### src/rtl/pattern_scan_ctrl.sv
// pattern_scan_ctrl: accepts parallel words over a valid/ready handshake,
// serializes them MSB-first into a continuous bit stream, and matches that
// stream against a run-time programmed pattern. Matches are pulsed, counted
// (saturating) and compared against a threshold that raises a sticky
// interrupt.
//
// Word transfer: a word moves when s_valid and s_ready are both high at a
// rising edge of clk. s_ready is high only in IDLE and drops for the WORD_W
// cycles of serialization, so the source must hold s_valid/s_data until it
// sees s_ready high at an edge.
//
// Match pipeline: a bit enters the history at one edge, the match decision
// on the updated history is captured in match_hit at that same edge, and
// match_pulse / match_count / thresh_irq update at the following edge.
module pattern_scan_ctrl #(
    parameter int WORD_W  = 8,
    parameter int PAT_MAX = 8,
    parameter int CNT_W   = 16,
    parameter int LEN_W   = $clog2(PAT_MAX + 1)
) (
    input  logic               clk,
    input  logic               rst,
    input  logic               cfg_we,
    input  logic [PAT_MAX-1:0] cfg_pattern,
    input  logic [LEN_W-1:0]   cfg_len,
    input  logic               cfg_overlap,
    input  logic [CNT_W-1:0]   cfg_thresh,
    input  logic               s_valid,
    input  logic [WORD_W-1:0]  s_data,
    output logic               s_ready,
    output logic               busy,
    output logic               match_pulse,
    output logic [CNT_W-1:0]   match_count,
    output logic               thresh_irq,
    input  logic               irq_clr,
    output logic               state_dbg
);

    localparam int BC_W = $clog2(WORD_W + 1);
    localparam logic [LEN_W-1:0] PAT_MAX_L = LEN_W'(PAT_MAX);
    localparam logic [BC_W-1:0]  WORD_W_L  = BC_W'(WORD_W);

    typedef enum logic {
        IDLE  = 1'b0,
        SHIFT = 1'b1
    } state_t;

    state_t             state;
    logic [WORD_W-1:0]  shreg;
    logic [BC_W-1:0]    bit_cnt;
    logic [PAT_MAX-1:0] history;
    logic [LEN_W-1:0]   fill;
    logic               match_hit;

    // Latched configuration (only written while IDLE).
    logic [PAT_MAX-1:0] pat_q;
    logic [LEN_W-1:0]   len_q;
    logic               ovl_q;
    logic [CNT_W-1:0]   thr_q;

    // Next-state helpers for the bit being shifted this cycle.
    logic               len_ok;
    logic [PAT_MAX-1:0] hist_nxt;
    logic [LEN_W-1:0]   fill_inc;
    logic [PAT_MAX-1:0] len_mask;
    logic               match_now;
    logic [CNT_W-1:0]   cnt_inc;
    logic               irq_set;

    assign state_dbg = (state == SHIFT);

    // Combinational match decision on the history as it will look after this shift.
    always_comb begin
        len_ok   = 1'b0;
        hist_nxt = '0;
        fill_inc = '0;
        len_mask = '0;
        match_now = 1'b0;
        cnt_inc  = '0;
        irq_set  = 1'b0;

        len_ok   = (len_q != '0) && (len_q <= PAT_MAX_L);
        hist_nxt = {history[PAT_MAX-2:0], shreg[WORD_W-1]};
        fill_inc = (fill == PAT_MAX_L) ? fill : fill + LEN_W'(1);
        for (int i = 0; i < PAT_MAX; i++) begin
            len_mask[i] = (LEN_W'(i) < len_q);
        end
        match_now = len_ok && (fill_inc >= len_q) &&
                    ((hist_nxt & len_mask) == (pat_q & len_mask));

        // Saturating increment; a saturated counter never "transitions",
        // so it cannot retrigger the interrupt.
        cnt_inc = (&match_count) ? match_count : match_count + CNT_W'(1);
        irq_set = match_hit && (cnt_inc != match_count) &&
                  (thr_q != '0) && (cnt_inc == thr_q);
    end

    // Controller FSM, serializer, matcher history, counter and interrupt.
    always_ff @(posedge clk) begin
        if (rst) begin
            state       <= IDLE;
            s_ready     <= 1'b1;
            busy        <= 1'b0;
            shreg       <= '0;
            bit_cnt     <= '0;
            history     <= '0;
            fill        <= '0;
            match_hit   <= 1'b0;
            match_pulse <= 1'b0;
            match_count <= '0;
            thresh_irq  <= 1'b0;
            pat_q       <= '0;
            len_q       <= '0;
            ovl_q       <= 1'b0;
            thr_q       <= '0;
        end else begin
            // Output stage: a config write wipes the statistics and drops
            // any match still in flight from the previous stream.
            if (state == IDLE && cfg_we) begin
                match_pulse <= 1'b0;
                match_count <= '0;
                thresh_irq  <= 1'b0;
            end else begin
                match_pulse <= match_hit;
                if (match_hit) begin
                    match_count <= cnt_inc;
                end
                if (irq_set) begin
                    thresh_irq <= 1'b1;
                end else if (irq_clr) begin
                    thresh_irq <= 1'b0;
                end
            end

            match_hit <= 1'b0;

            case (state)
                IDLE: begin
                    if (cfg_we) begin
                        pat_q   <= cfg_pattern;
                        len_q   <= cfg_len;
                        ovl_q   <= cfg_overlap;
                        thr_q   <= cfg_thresh;
                        history <= '0;
                        fill    <= '0;
                    end
                    if (s_valid) begin
                        shreg   <= s_data;
                        bit_cnt <= WORD_W_L;
                        state   <= SHIFT;
                        s_ready <= 1'b0;
                        busy    <= 1'b1;
                    end
                end
                SHIFT: begin
                    history   <= hist_nxt;
                    shreg     <= {shreg[WORD_W-2:0], 1'b0};
                    match_hit <= match_now;
                    // Non-overlapping mode restarts the fill so the next
                    // match needs a full pattern's worth of fresh bits.
                    fill      <= (match_now && !ovl_q) ? '0 : fill_inc;
                    bit_cnt   <= bit_cnt - BC_W'(1);
                    if (bit_cnt == BC_W'(1)) begin
                        state   <= IDLE;
                        s_ready <= 1'b1;
                        busy    <= 1'b0;
                    end
                end
                default: begin
                    state   <= IDLE;
                    s_ready <= 1'b1;
                    busy    <= 1'b0;
                end
            endcase
        end
    end

endmodule

### config.mk
export PLATFORM = sky130hd
export DESIGN_NAME = pattern_scan_ctrl
export DESIGN_NICKNAME = d
export VERILOG_FILES = /design/src/rtl/pattern_scan_ctrl.sv
export SDC_FILE = /design/constraint.sdc
export NUM_CORES = 1
export LEC_CHECK = 0
export CORE_MARGIN = 2
export CORE_UTILIZATION = 38
export CTS_CLUSTER_DIAMETER = 80
export DETAILED_ROUTE_END_ITERATION = 10
export GPL_TIMING_DRIVEN = 0
export PLACE_DENSITY = 0.7
export SLEW_MARGIN = 15
export SYNTH_ARGS = -nofsm -noshare
export SYNTH_HDL_FRONTEND = slang
export SYNTH_SLANG_ARGS = --single-unit
### constraint.sdc
create_clock -name clk -period 3.28 [get_ports clk]
set_input_delay 0.328 -clock clk [delete_from_list [all_inputs] [get_ports clk]]
set_output_delay 0.328 -clock clk [all_outputs]
set_load 0.02 [all_outputs]
run_1/clock_map.png
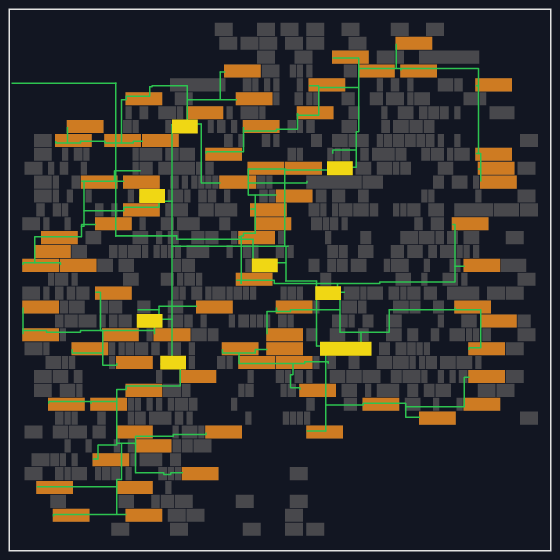
Orange is flip-flops, count 74. Yellow is cells driving clock nets, count 9. Green is clock wires, length 1010 um.
Position of the flops: all over the die. There are 10 routed clock nets.
clock group share of total power: 38.7%
clk_skew: 0.0138 ns
clock latency on the worst-skew pair: 0.35 ns
Clock net power: 0.000791 W

run_1/pdn.png
Pins as bars on the die edge. Tap cells in grey.
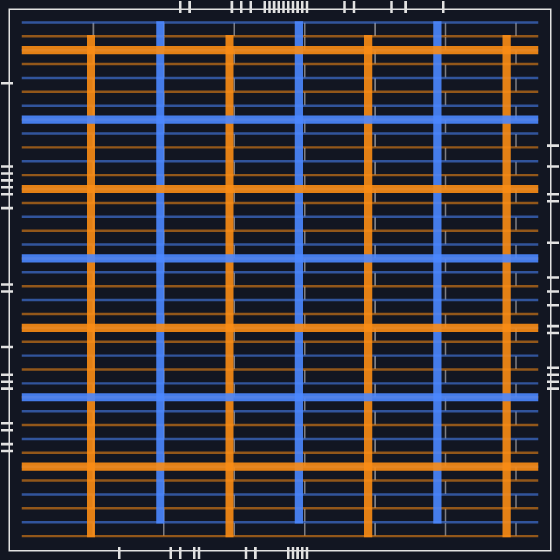
Orange is VSS. Blue is VDD.
7 straps on met5. 38 met1 rails follow the rows.
Die Ht: 106 um
Die Wd: 106 um
area of the core: 10200 um2
maximum VDD drop: 0.217 mV

==> flow_results.org, run 1 <==
* Implementation run

** Run status
- The run finished with clean final reports.

** Critical path
- Worst R2R Setup Slack :: around 0.52 ns
- In the setup report, the worst path falls into the class reg2reg.
- Crit path launch :: match_count[0]
- Startpoint type of the worst setup path :: flip-flop
- According to the timing report, the critical path is captured at match_count[8].
- For this design, the slowest cell found on the critical path is sky130_fd_sc_hd__nor3_2.

** Synth
- Once synthesis finished, the tally of register bits stood at 74.
- Leading cell type by number of instances after synthesis :: sky130_fd_sc_hd__nand2_1
- In this run, synthesis inferred 0 flip-flops with an integrated enable.
- Synthesized area :: roughly 4000 um2
- Number of cell instances after yosys synthesis :: ~500
- Count of mapped cells out of synthesis :: 495
- Top cell area share :: between 30% and 40%
- Average instance area after synthesis :: 7.95 um2
- The synthesis report lists the Yosys warning total as 0.
- In the Yosys stats the netlist draws on 58 distinct library cells.

** Place
- Placer's final routability congestion estimate :: 0.905
- Buffers placed on the I/O ports in this run total just over 60.
- OpenSTA, run right after detailed placement, puts the worst setup slack at 0.527 ns.
- DP HPWL :: 7580 um
- The post-placement cell area is 4720 um2.

** Timing
- Shortest clock period the worst path allows after layout :: 2.76 ns
- Counting endpoints that fail hold in the final report gives 0.
- Number of slew-limit violations in the final report :: 0
- Setup repair after global routing left no endpoint under its margin.
- The final critical path takes up 84.2% of the cycle.

** Die
- Std-Cell Rows :: 37
- Before placement the cells fill between 30% and 40% of the core.
- Per the OpenROAD floorplan log, the area of the die is around 11000 um2.

** GRT
- The first global-routing pass estimated about 17000 um of wire.
- Number of antenna violations at the first check in global routing :: 0

** Drt
- Final routed DRC violation total :: 0
- TritonRoute output was used to compute an average wire per cell of 14.0 um.
- Per the log, the first TritonRoute iteration ended with a DRC count of 114.

** Flow run
- The report counts max-capacitance violations totalling 0.
- The tool warning count for the run is 28.

** Clock tree
- TritonCTS built the clock tree.
- Post-cts gate resize count :: 0
- CTS Hold Buffers Added :: 0

** Worst hold path
- For the worst min-delay path, the startpoint reported by OpenROAD is ovl_q.
- Hold path cells :: 2

** Pwr
- Total power consumption of the routed design :: 0.00205 W
- Combinational power for this build is ~0.00028 W.
- Sequential cells account for 47.8% of the total power.

** Final layout
- After routing the design area is around 4900 um2.
- The finished layout holds 708 standard cells, fillers aside.
- Layout fillers :: 1034
run_1/met2.png
The bar under the picture is 20 um long.
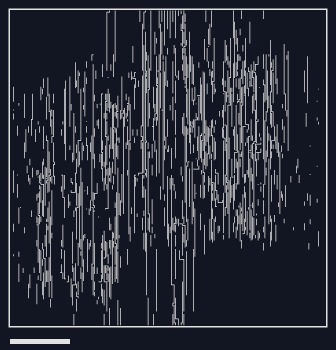
512 nets have wire on it. The layer holds 50% of the routed length.
Routed Wire Length: 9940 um
global-route met2 utilization: 32.0%
via count of the routed design: 3687

run 1: layer usage:
metal / vias to the layer above / wire, um / share of wire [%] / track usage [%]
met5: - / 0 / 0 / 0
met4: 0 / 226 / 2.3 / 7.52
met3: 16 / 308 / 3.1 / 3.03
met2: 76 / 4980 / 50 / 32.0
met1: 1730 / 4430 / 45 / 22.0
li1: 1865 / - / - / -
run 1: final cells by class:
| cell class | count | area, um2 | share of cell area, % |
|---|---|---|---|
| clock inverter | 6 | 88.8 | 1.80 |
| clock buffer | 10 | 128 | 2.59 |
| tap | 136 | 170 | 3.45 |
| multi-input combinational | 378 | 2230 | 45.2 |
| inverter | 15 | 56.3 | 1.14 |
| sequential | 74 | 1480 | 30.0 |
| timing repair buffer | 61 | 611 | 12.4 |
| buffer | 28 | 171 | 3.47 |
run 1: critical path: cells and delay by family, from the launching register on:
kind / cells / cell delay, ns
adders and majority gates: 1 / 0.32
and+or+nand+nor: 6 / 1.40
xor gates and xnor gates: 1 / 0.16
buffers and inverters: 1 / 0.29
DFF: 1 / 0.47
run 1: registers in the layout (all words and copies together) (netlist names):
register     flops
bit_cnt          4
busy             1
fill             4
history          7
len_q            4
match_count     16
match_hit        1
match_pulse      1
ovl_q            1
pat_q            8
s_ready          1
shreg            8
state_dbg        1
thr_q           16
thresh_irq       1
run 1: logic make-up (layout without fill, tap and decap cells):
logic type,Yosys count,count (layout),share of synthesized area [%]
and+or+nand+nor,223,223,27.1
AOI/OAI and AO/OA,98,98,15.7
DFF,74,74,37.6
xor gates and xnor gates,43,43,9.56
buffers and inverters,43,120,5.78
adders and majority gates,9,9,2.86
muxes,5,5,1.33
run_1/cell_classes.png
The bar under the picture is 20 um long. Fill, decap, tap and diode cells in grey.
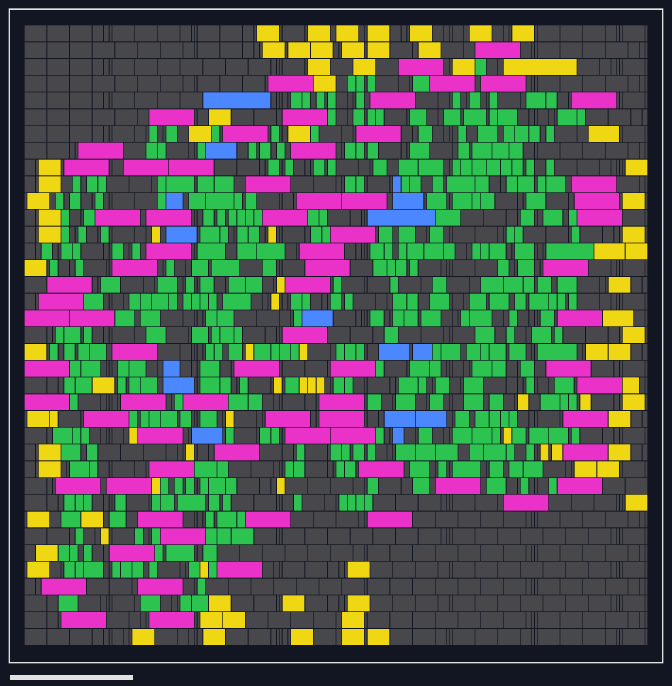

## Run 2: what changed since run 1
- PLACE_DENSITY: 0.7 -> 0.72
- clock period: 3.28 -> 2.3 ns (I/O delays scaled with it)
run_2/cell_classes.png
The bar under the picture is 20 um long. Fill, decap, tap and diode cells in grey.
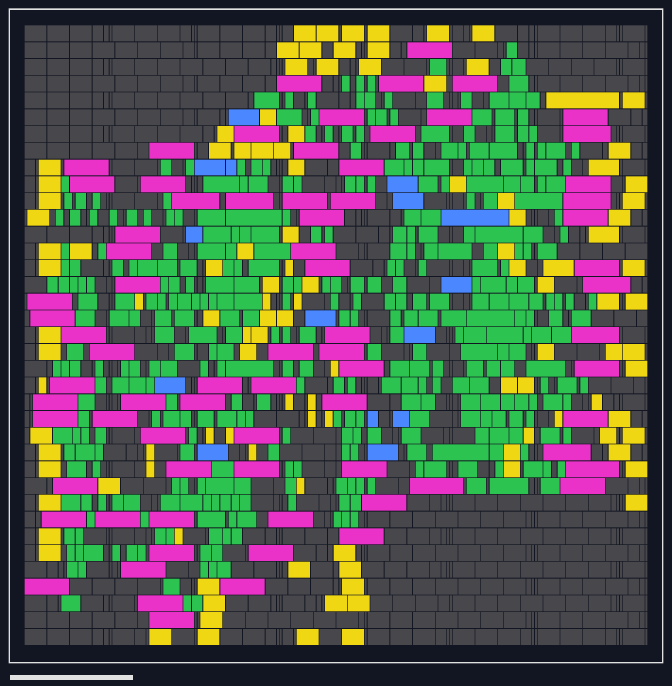
Yellow is other buffers and delay cells, cells 115, share of their area 19%. Green is all other logic, cells 393, share of their area 48%. Blue is clock drivers and dummy loads, cells 15, share of their area 3.7%. Magenta is flip-flops, cells 74, share of their area 29%.
Core Util, Final: 52.3%
Layout Cell Area excl Fill: 5330 um2

==> run 2 against run 1 <==
The flow now finishes with violations (setup timing). Critical path depth rose by 7. First-iteration DRC count up 35%. Die size unchanged. Clock power is 31% higher. Critical endpoint is now fill[0]. Largest cell class unchanged. Highest routed layer unchanged.
==> flow_results.org, run 2 <==
* Implementation run

** GRT
- Wire length of the first global-routing pass :: around 18000 um
- Layer with the highest usage after global routing :: met2
- In the global route stage, met1 resource usage came out at 22.4%.
- Number of antenna violations at the first check in global routing :: 0
- Pin count of the biggest net entering global routing :: 13
- Grt met3 use :: about 5%
- For this run, global-route usage on met2 was measured as 35.1%.

** Critical path
- Startpoint type of the worst setup path :: flip-flop
- Per the post-run analysis, buffers plus inverters along the critical path come to 11.
- In this design, the largest share of critical-path delay is due to buffers and inverters.
- Worst R2R Setup Slack :: -0.04 ns
- Crit-path slowest cell :: sky130_fd_sc_hd__dfxtp_2
- Worst-path fanout max :: 2
- Critical Path, Cell by Cell :: inv_2, ha_4, nand2_4, buf_4, buf_4, buf_4, buf_4, buf_4, buf_4, buf_4, buf_4, buf_4, buf_4, nor3_1, o21ai_2, a21oi_1

** Place
- Placer's final routability congestion estimate :: between 0.9 and 1
- DP HPWL :: 7580 um
- As logged by OpenROAD, the buffers inserted on ports number 61.
- Setup slack on the worst path after placement came out at -0.319 ns.

** Pwr
- The switching portion of total power comes to between 20% and 30%.
- The clock network burns between 30% and 40% of the power.
- The highest supply drop recorded on VDD is 0.370 mV.
- The completed layout was analyzed and its total power is 0.00287 W.
- Registers are responsible for 48.5% of the overall power.

** Timing
- Clk_skew :: roughly 0.0071 ns
- Shortest clock period the worst path allows after layout :: approximately 2.3 ns
- The final timing report counts setup violations totalling 4.
- Setup repair after global routing could not meet its margin everywhere.
- In the final report, the number of hold violations comes to 0.
- Final worst path period share :: 102%
- Across all setup checks in the final design, the least slack found is -0.0387 ns.

** Final layout
- The filler cells instantiated in the layout total 966.
- The finished layout holds about 730 standard cells, fillers aside.
- The largest registers in the layout are match_count: 16 flops, thr_q: 16 flops.

** Synth
- Sequential cell area fraction in the yosys report :: 37.6%
- Average instance area after synthesis :: a little under 8 um2
- Leading cell type by number of instances after synthesis :: sky130_fd_sc_hd__nand2_1
- In this run, distinct cell masters in the synthesized netlist total a little under 60.
- Dominant combinational family :: simple AND/OR/NAND/NOR gates
- Top cell area share :: 37.6%
- Count of mapped cells out of synthesis :: 495
- The mapped netlist covers 3940 um2.
- The portion of synthesized area spent on multiplexers is 1.33%.
- Synthesized-area fraction occupied by adder cells :: 2.86%
- Post-Synth AOI/OAI Area :: 15.7%
- Flip-flops with a built-in enable :: 0
- Area fraction in xor and xnor cells :: 9.56%
- The synthesis report lists the Yosys warning total as 0.
- Yosys reported a register bit count of 74.
- Simple-gate portion of the synthesized area :: 27.1%

** Drt
- Per the log, the first TritonRoute iteration ended with a DRC count of 154.
- Via count of the routed design :: 3859
- In the post-route report, total wirelength is listed as approximately 11000 um.
- Remaining antenna violation count :: 0
- Final routed DRC violation total :: 0

** Run status
- Result of the run :: finished, violations left
- The final reports fail on setup timing.

** Clock tree
- CTS Hold Buffers Added :: 0
- TritonCTS built the clock tree.
- Clock latency on the worst-skew pair :: between 0.3 and 0.4 ns

** Worst hold path
- Looking at hold timing, the worst path starts from cfg_thresh[11].
- Hold path cells :: 3

** Die
- Initial core utilization :: 38.7%
- Die Wd :: 106 um
- According to the floorplan report, the total die area is 11200 um2.
- The floorplan has 37 rows.
- Area of the core :: 10200 um2

** Flow run
- Max-cap violations :: 0
- Tool warnings :: 30
-- run 2: per-layer routing --
metal,wire length [um],up-vias
met5,0,-
met4,286,0
met3,535,28
met2,5570,118
met1,4480,1799
li1,-,1914
-- run 2: worst max path at each step --
stage / startpoint / to / cells after the start
floorplan: match_count[1] / thresh_irq / 8
global placement: match_count[1] / match_count[6] / 9
detailed placement: match_count[1] / match_count[7] / 9
CTS: match_count[12] / thresh_irq / 8
global route: fill[0] / fill[1] / 11
finish: fill[1] / fill[0] / 16
-- run 2: logic make-up (layout without fill, tap and decap cells) --
kind of cell,Yosys count,in the layout
muxes,5,5
and+or+nand+nor,223,223
buffers and inverters,43,145
DFF,74,74
AOI/OAI and AO/OA,98,98
xor gates and xnor gates,43,43
adders and majority gates,9,9
-- run 2: what timing repair did --
action / CTS / global route
setup endpoints to repair: 16 / 9
resized: 26 / 25
pin swaps: 13 / 16
gates cloned: 0 / 0
buffers inserted: 20 / 6
-- run 2: layout make-up --
type / count / area [um2] / share of cell area, %
inverters: 15 / 56.3 / 1.06
multi-input cells: 378 / 2430 / 45.6
flip-flops and latches: 74 / 1500 / 28.1
clock inverters: 5 / 55.1 / 1.03
well taps: 136 / 170 / 3.19
plain buffers: 28 / 178 / 3.33
clock buffers: 10 / 138 / 2.58
repair buffers: 87 / 806 / 15.1
-- run 2: power groups by stage --
stage / logic (W) / clock network [W] / registers, W
after floorplan: 0.000247 / 0 / 0.00141
after global placement: 0.000390 / 0 / 0.00142
after detailed placement: 0.000401 / 0 / 0.00142
after CTS: 0.000424 / 0.00106 / 0.00139
after global routing: 0.000487 / 0.00111 / 0.00140
final: 0.000440 / 0.00104 / 0.00139
## Run 3: what changed since run 2
- SLEW_MARGIN: 15 -> 20
run_3/pdn.png
Pins as bars on the die edge. Tap cells in grey.
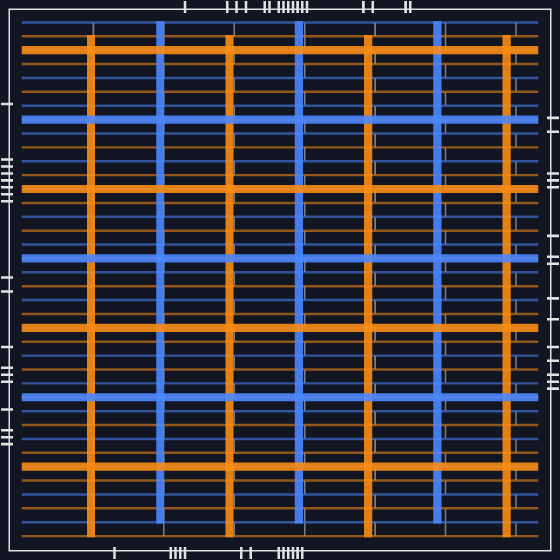
Blue is VDD. Orange is VSS.
38 met1 rails follow the rows. 7 straps on met5. 136 tap cells. The core has 37 rows. 7 straps on met4.
maximum VDD drop: 0.370 mV

==> run 3 against run 2 <==
The run still ends with setup timing left. Final cell count unchanged. Cell area is the same. Sequential cell count is the same.
==> flow_results.org, run 3 <==
* Implementation run

** Timing
- Shortest clock period the worst path allows after layout :: 2.34 ns
- In the final report, the number of pins over their slew limit comes to 0.
- RSZ-0062 raised after global routing :: yes
- The worst path uses 102% of the clock period.
- Final critical-path setup slack :: -0.0387 ns
- Total of endpoints with negative setup slack in the final report :: 4
- Clk_skew :: 0.00713 ns

** Clock tree
- For this design, the CTS-stage hold fixing added 0 buffers.
- TritonCTS clock tree :: yes
- The CTS report gives the tree buffer count as 9.
- Number of buffers on the longest clock path :: 2
- As reported, the later end of the worst-skew pair has a clock insertion delay of 0.36 ns.

** Place
- Pre-CTS setup slack :: -0.319 ns
- The HPWL after detailed placement is between 7000 and 8000 um.
- Input and output buffers added on the ports amount to 61.
- The final weighted congestion recorded by global placement is 0.910.
- Instance area after placement :: 4740 um2

** Pwr
- The largest share of the power goes to registers.
- The share of total power dissipated in sequential elements is 48.5%.
- The flow reports power dissipated in combinational cells as approximately 0.00044 W.
- Summed over all sequential cells, the power is 0.00139 W.
- Internal power summed over all cells :: around 0.0021 W
- Power comes to 0.00287 W.
- Switching power as a share of total power :: 27.8%
- Clock group share of total power :: 36.1%

** GRT
- Entering global routing, the biggest net connects 13 pins.
- Routing resource usage on met3 recorded by global route was 4.89%.
- Routing usage on met1 :: 22.4%
- Routing resource usage on met2 recorded by global route was 35.1%.
- Wire length of the first global-routing pass :: 17700 um
- Global routing put the most usage on met2.

** Die
- In this run the standard cell core region covers slightly above 10000 um2.
- Row generation in the floorplan step produced 37 rows.
- Initial core utilization :: 38.7%
- Chip Area :: 11200 um2
- Die Wd :: 106 um

** Synth
- Number of register bits inferred by synthesis :: around 74
- Counting every instance in the synthesized netlist gives 495.
- Per the synthesis report, the adder-cell share of the synthesized area is between 2 and 3%.
- The number of different library cells used by synthesis comes to 58.
- After synthesis, the design contains 495 cells according to Yosys.
- Top cell area share :: 37.6%
- Simple-gate portion of the synthesized area :: 27.1%
- In this run the mean area of a mapped cell was 7.95 um2.
- Flip-flops with a built-in enable :: 0
- Area fraction in xor and xnor cells :: 9.56%
- In the post-synthesis netlist, the cell with the most instances is sky130_fd_sc_hd__nand2_1.
- Per the synthesis report, the AND-OR/OR-AND share of the synthesized area is between 10% and 20%.
- Sequential cell area fraction in the yosys report :: 37.6%
- Dominant combinational family :: simple AND/OR/NAND/NOR gates
- The cell area that synthesis handed to floorplanning was 3940 um2.
- Synthesis area per yosys :: 3940 um2
- The synthesis run shows multiplexers occupying 1.33% of the cell area.

** Drt
- Signal routing reaches up to met4.
- The routed layout has just under 4000 vias.
- Amount of wire on met3 after detailed routing :: 535 um
- Per the log, the first TritonRoute iteration ended with a DRC count of about 150.
- Routed Wire Length :: 10900 um
- Metal1 wirelength :: around 4500 um
- The DRC violation total left in the routed layout is recorded as 0.
- Total met2 wirelength after detailed routing :: about 5600 um
- The count of nets left with antenna violations once routing finished came out at 0.

** Final layout
- The finished cells cover 5330 um2.
- For this run, the share of the core covered by cells in the final layout is 52.3%.
- The finished layout holds 733 standard cells, fillers aside.
- In the final layout, flip-flops and latches occupy 1500 um2.
- Area taken by multi-input logic gates :: around 2400 um2
- Layout fillers :: 966
- The largest registers in the layout are match_count: 16 flops, thr_q: 16 flops.

** Critical path
- The worst setup path is of the reg2reg kind.
- Tracing the worst setup path back leads to its startpoint at fill[1].
- The most numerous cell type found on the critical path is sky130_fd_sc_hd__buf_4.
- STA classifies the critical path startpoint as a flip-flop.
- The setup check on the worst reg-to-reg path leaves a slack of -0.04 ns.
- Per the timing report, the biggest fanout along the worst path comes to 2.
- Reg-to-Reg Start :: fill[1]
- Walking the critical path from launch to capture passes 16 cell instances.
- The signal on the critical path passes through inv_2, ha_4, nand2_4, buf_4, buf_4, buf_4, buf_4, buf_4, buf_4, buf_4, buf_4, buf_4, buf_4, nor3_1, o21ai_2, a21oi_1.
- Per the post-run analysis, buffers plus inverters along the critical path come to 11.
- The kind of cell with the highest combined delay along the critical path is buffers and inverters.
- Per STA, the endpoint of the critical path is fill[0].
- Arrival time of data at the critical path endpoint :: roughly 2.6 ns

** Run status
- The flow ran to the end, but the final reports show violations.
- Violations in the final reports :: setup timing

** Flow run
- Warnings raised by the tools during the run amount to 30.
- Across the run, the number of max-cap violations was 0.

** Worst hold path
- Hold path cells :: 3
- Hold wc startpoint :: cfg_thresh[11]
- Kind of path behind the tightest hold check :: in2reg
==> run 3: cell families (layout without fill, tap and decap cells) <==
logic type	Yosys count	count (layout)
AND/OR/NAND/NOR	223	223
multiplexers	5	5
flip-flops	74	74
XOR/XNOR	43	43
adder cells (fa/ha/maj)	9	9
AND-OR/OR-AND	98	98
buffers and inverters	43	145
==> run 3: worst register-to-register path, stage by stage (launching register included) <==
cell	delay [ns]
sky130_fd_sc_hd__dfxtp_2	0.33
sky130_fd_sc_hd__inv_2	0.06
sky130_fd_sc_hd__ha_4	0.14
sky130_fd_sc_hd__nand2_4	0.07
sky130_fd_sc_hd__buf_4	0.15
sky130_fd_sc_hd__buf_4	0.12
sky130_fd_sc_hd__buf_4	0.12
sky130_fd_sc_hd__buf_4	0.13
sky130_fd_sc_hd__buf_4	0.13
sky130_fd_sc_hd__buf_4	0.12
sky130_fd_sc_hd__buf_4	0.12
sky130_fd_sc_hd__buf_4	0.12
sky130_fd_sc_hd__buf_4	0.12
sky130_fd_sc_hd__buf_4	0.12
sky130_fd_sc_hd__nor3_1	0.20
sky130_fd_sc_hd__o21ai_2	0.08
sky130_fd_sc_hd__a21oi_1	0.13
==> run 3: repair_timing <==
action | CTS | global route
setup buffers | 20 | 6
resized | 26 | 25
pin swaps | 13 | 16
cloned | 0 | 0
setup endpoints to repair | 16 | 9
endpoints found under the hold margin | 0 | 0
==> run 3: final cells by class <==
| class | instances | share of cell area (%) |
|---|---|---|
| multi-input combinational | 378 | 45.6 |
| sequential | 74 | 28.1 |
| timing repair buffer | 87 | 15.1 |
| buffer | 28 | 3.33 |
| tap | 136 | 3.19 |
| clock buffer | 10 | 2.58 |
| inverter | 15 | 1.06 |
| clock inverter | 5 | 1.03 |
Power is estimated from default activity; no workload was simulated.
